`config.mk`:
```
export PLATFORM = sky130hd
export DESIGN_NAME = sample_packer
export DESIGN_NICKNAME = d
export VERILOG_FILES = /design/src/rtl/la_pkg.sv /design/src/rtl/synchronizer.sv /design/src/rtl/sample_packer.sv
export SDC_FILE = /design/constraint.sdc
export NUM_CORES = 1
export LEC_CHECK = 0
export CAP_MARGIN = 30
export CORE_MARGIN = 4
export CORE_UTILIZATION = 40
export CTS_CLUSTER_SIZE = 12
export DETAILED_ROUTE_END_ITERATION = 16
export DONT_BUFFER_PORTS = 1
export SYNTH_ARGS = -nofsm -noshare
export SYNTH_HDL_FRONTEND = slang
export SYNTH_HIERARCHICAL = 1
export SYNTH_SLANG_ARGS = --single-unit
```
`constraint.sdc`:
```
create_clock -name clk -period 4.4 [get_ports clk]
set_input_delay 0.66 -clock clk [delete_from_list [all_inputs] [get_ports clk]]
set_output_delay 0.66 -clock clk [all_outputs]
set_load 0.05 [all_outputs]
```
`src/rtl/la_pkg.sv`:
```
// Shared constants and types for the logic-analyser acquisition path.
package la_pkg;
  localparam int NUM_CH = 16;
  localparam int WORD_W = 16;
  localparam int DIV_W  = 8;

  typedef logic [NUM_CH-1:0] chan_mask_t;

  typedef enum logic {
    IDLE,
    SCAN
  } scan_state_t;
endpackage

```
`src/rtl/synchronizer.sv`:
```
// Plain two-flop data synchronizer; deliberately unreset since it only carries data.
module synchronizer #(
  parameter int WIDTH = 1
) (
  input  logic             clk,
  input  logic [WIDTH-1:0] d,
  output logic [WIDTH-1:0] q
);
  logic [WIDTH-1:0] meta;

  always_ff @(posedge clk) begin
    meta <= d;
    q    <= meta;
  end
endmodule

```
`src/rtl/sample_packer.sv`:
```
// Samples the probe pins at a programmable rate and packs each 16-sample block
// into one word per enabled channel, emitted in ascending channel order.
module sample_packer #(
  parameter int NUM_CH = 16,
  parameter int DIV_W  = 8
) (
  input  logic              clk,
  input  logic              rst_n,
  input  logic [NUM_CH-1:0] probe,
  input  logic              acq_enable,
  input  logic [DIV_W-1:0]  clock_divisor,
  input  logic [NUM_CH-1:0] channel_enable,
  output logic [NUM_CH-1:0] sample_data,
  output logic              sample_data_avail
);
  import la_pkg::*;

  localparam int CNT_W = $clog2(NUM_CH);

  logic [NUM_CH-1:0] probe_s;
  logic [DIV_W-1:0]  div_cnt;
  logic [DIV_W-1:0]  term;
  logic              strobe;
  logic [CNT_W-1:0]  samp_cnt;
  logic              block_done;
  logic [NUM_CH-1:0] shreg   [NUM_CH];
  logic [NUM_CH-1:0] shifted [NUM_CH];
  logic [NUM_CH-1:0] hold    [NUM_CH];
  chan_mask_t        hold_mask;

  scan_state_t       state, state_n;
  logic [CNT_W-1:0]  ptr, ptr_n;
  logic [NUM_CH-1:0] data_n;
  logic              avail_n;

  synchronizer #(.WIDTH(NUM_CH)) u_probe_sync (
    .clk (clk),
    .d   (probe),
    .q   (probe_s)
  );

  // >= rather than == so a divisor shrinking mid-run cannot miss the wrap.
  assign term       = (clock_divisor == '0) ? '0 : clock_divisor - DIV_W'(1);
  assign strobe     = acq_enable && (div_cnt >= term);
  assign block_done = strobe && (samp_cnt == CNT_W'(NUM_CH - 1));

  always_comb begin
    for (int unsigned ch = 0; ch < NUM_CH; ch++) begin
      shifted[ch] = {probe_s[ch], shreg[ch][NUM_CH-1:1]};
    end
  end

  always_ff @(posedge clk or negedge rst_n) begin
    if (!rst_n) begin
      div_cnt   <= '0;
      samp_cnt  <= '0;
      hold_mask <= '0;
      for (int unsigned ch = 0; ch < NUM_CH; ch++) begin
        shreg[ch] <= '0;
        hold[ch]  <= '0;
      end
    end else if (!acq_enable) begin
      div_cnt  <= '0;
      samp_cnt <= '0;
    end else if (strobe) begin
      div_cnt  <= '0;
      samp_cnt <= samp_cnt + CNT_W'(1);
      for (int unsigned ch = 0; ch < NUM_CH; ch++) begin
        shreg[ch] <= shifted[ch];
        if (block_done) hold[ch] <= shifted[ch];
      end
      if (block_done) hold_mask <= channel_enable;
    end else begin
      div_cnt <= div_cnt + DIV_W'(1);
    end
  end

  always_ff @(posedge clk or negedge rst_n) begin
    if (!rst_n) begin
      state             <= IDLE;
      ptr               <= '0;
      sample_data       <= '0;
      sample_data_avail <= 1'b0;
    end else begin
      state             <= state_n;
      ptr               <= ptr_n;
      sample_data       <= data_n;
      sample_data_avail <= avail_n;
    end
  end

  // A new block landing in the last scan cycle restarts the scan instead of exiting.
  always_comb begin
    state_n = state;
    ptr_n   = ptr;
    data_n  = sample_data;
    avail_n = 1'b0;
    if (state == SCAN) begin
      if (hold_mask[ptr]) begin
        data_n  = hold[ptr];
        avail_n = 1'b1;
      end
      ptr_n = ptr + CNT_W'(1);
      if (ptr == CNT_W'(NUM_CH - 1)) state_n = IDLE;
    end
    if (block_done) begin
      state_n = SCAN;
      ptr_n   = '0;
    end
  end
endmodule

```
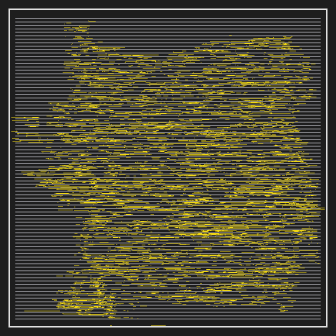
(images/met1.png)
Supply wires on this layer in gray.
share of all routed wire	47%
wire length on this layer	19500 um
met1 Use GR: 0.1933
Via Count: 11330

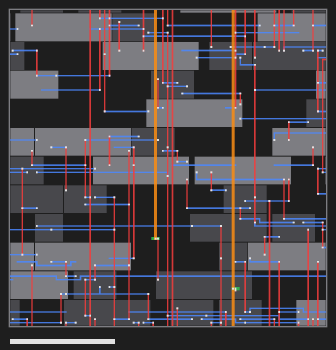
(images/zoom.png)
The bar under the picture is 10 um long. Window x 109 to 139, y 109 to 139 um. Cells in gray, sequential cells in the stronger gray; small squares are vias.
layer	color
met4	orange
met3	green
met1	blue
met2	red
cells with their middle in the window	30
netlist names of flops here include	shifted (7), hold (5)
most frequent	dfrtp_1 (12), mux2_2 (6), mux2_1 (5)
sequential cells in the window	12

==> reports/results.ini <==
[sta]
hold_viol_final=116
tightest_slew_ns=1.422
rsz0062_at_grt=false
setup_violations=0
period_needed_ns=3.386
slew_viol_final=0
fin_setup_tns_ns=0
clock_skew_ns=0.02382
whs_ns=-0.1969
maxSlewHeadroom=0.05175

[synth]
numSynthFlops=578
synth_seq_share=0.6168
synth_chip_area_um2=23190
ys_sh_aoi=0.01619
synth.cell_area_um2=23190
async_flop_share=0.9446
common_cells=dfrtp_1, mux2_2, mux2_1, mux4_2, buf_2
synth_cells=1413
yosysTopAreaCellShare=0.5892
yosys.area.top_type=dfrtp_1
synth-xor-area-share=0.004532
ys_sh_adder=0.006474
area_leaders=dfrtp_1, mux2_2, mux2_1
synthMuxAreaShare=0.3241
synth-edff-count=0
top_cell=dfrtp_1
synth_cell_type_count=37
simple_gate_share=0.01462
synth.avg_cell_area_um2=16.41
top_logic_kind=multiplexers

[power]
p_per_area_nw_per_um2=405.5
p_sw_frac=0.2025
pwr-share-clk=0.475
pwr.group.combinational_mw=0.103
vdd_ir_drop_max_mv=0.3027
p_comb_frac=0.010
cellInternalPower_mw=8.410
leakagePower_nw=13.22
net-switching-power_mw=2.135

[final_layout]
area_share_nonclk_buffers=0.009913
top_register=hold
final_common_cell=dfrtp_1
comb-cell-share=0.3266
inverters=5
area_share_clock_buf_inv=0.07598
fin_nets=1470
comb_cells=748
logic_area_um2=8492
largest_reg_flops=256
final-seq-area_um2=14310
fill_cells=4949
dominant-cell-class=registers
post-route-util=0.4567
antenna_cells=0

[critical_path]
rr_worst_depth=6
crit_type=input pin to register
crit_start=clock_divisor[0]
worst_ep_required_time_ns=4.88
r2r_start=div_cnt[5]$_DFF_PN0_
cp-start-kind=input pin
timing.rr.end=shifted[8]$_DFFE_PN0P_
arrival_ns=3.86
crit_path_end_kind=register

[clock_tree]
root_buffer=clkbuf_16
numCtsBuffers=61
cts_resized=0
h-tree-depth=2
cts_post_setup_buffers_inserted=0
clock.latency.late_pin_ns=0.61
path_clk_slew_ns=0.06
cts_tree=built

[route]
wl_met1_mm=19.46
wire_per_inst_um=18.75
ant_nets=0
route.met2.wl_mm=19.94
wirelength_mm=41.63
vias_per_cell=5.104
route.met3.wl_mm=1.519
drtIter0Drc=533

[die]
fp.dieH_um=248.8
core_area_um2=56930
tapCellCount=756
die_area_um2=61890
initCoreUtil=0.4074
rows=87
io-pin-count=60
die_w_um=248.8

[global_route]
grt_pass1_wl_mm=69.34
grt_usage=0.1364
grt_start_max_net_pins=547
antenna_found_initial=0
gr-usage-met3=0.02976
grt-ovfl-total=0

[placed_design]
dp_hpwl_mm=24.95
globalplace.congestion=0.7337

[outcome]
status=finished, violations left
violations=hold timing

[run]
drv_cap=0
stage_log_warnings=34

[hold_path]
hold_path.class=input pin to async pin

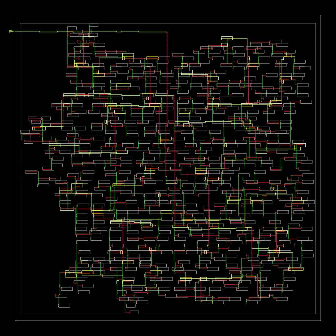
(images/final_clocks.png)
Clock Sink Count: 578
Clock net power: 5.01 mW
Clock Buffer Count: 97
Flop Count: 578

## stage by stage
stage / power [mW] / cell area [um2] / cells / setup WS [ns] / hold WS (ns)
final: 10.54 / 26000 / 2220 / 1.014 / -0.1969
after global routing: 10.96 / 26000 / 2220 / 0.8229 / -0.2453
after CTS: 10.71 / 26000 / 2220 / 1.066 / -0.2457
after detailed placement: 5.636 / 24030 / 2108 / 0.4067 / 0.3138
after global placement: 5.630 / 24030 / 2108 / 0.5590 / 0.3149
after floorplan: 5.596 / 23190 / 1413 / 1.053 / 0.3096
## critical path, cell delays in order
cell and delay (ns):
inv_1 0.08, ha_1 0.23, nand2_1 0.11, nor3_1 0.22, nand2b_1 0.18, nand2_1 0.11, ha_1 0.22, and3_1 0.21
a221o_1 0.40, a22oi_4 0.33, buf_12 0.52, mux2_2 0.41
Power is estimated from default activity; no workload was simulated.
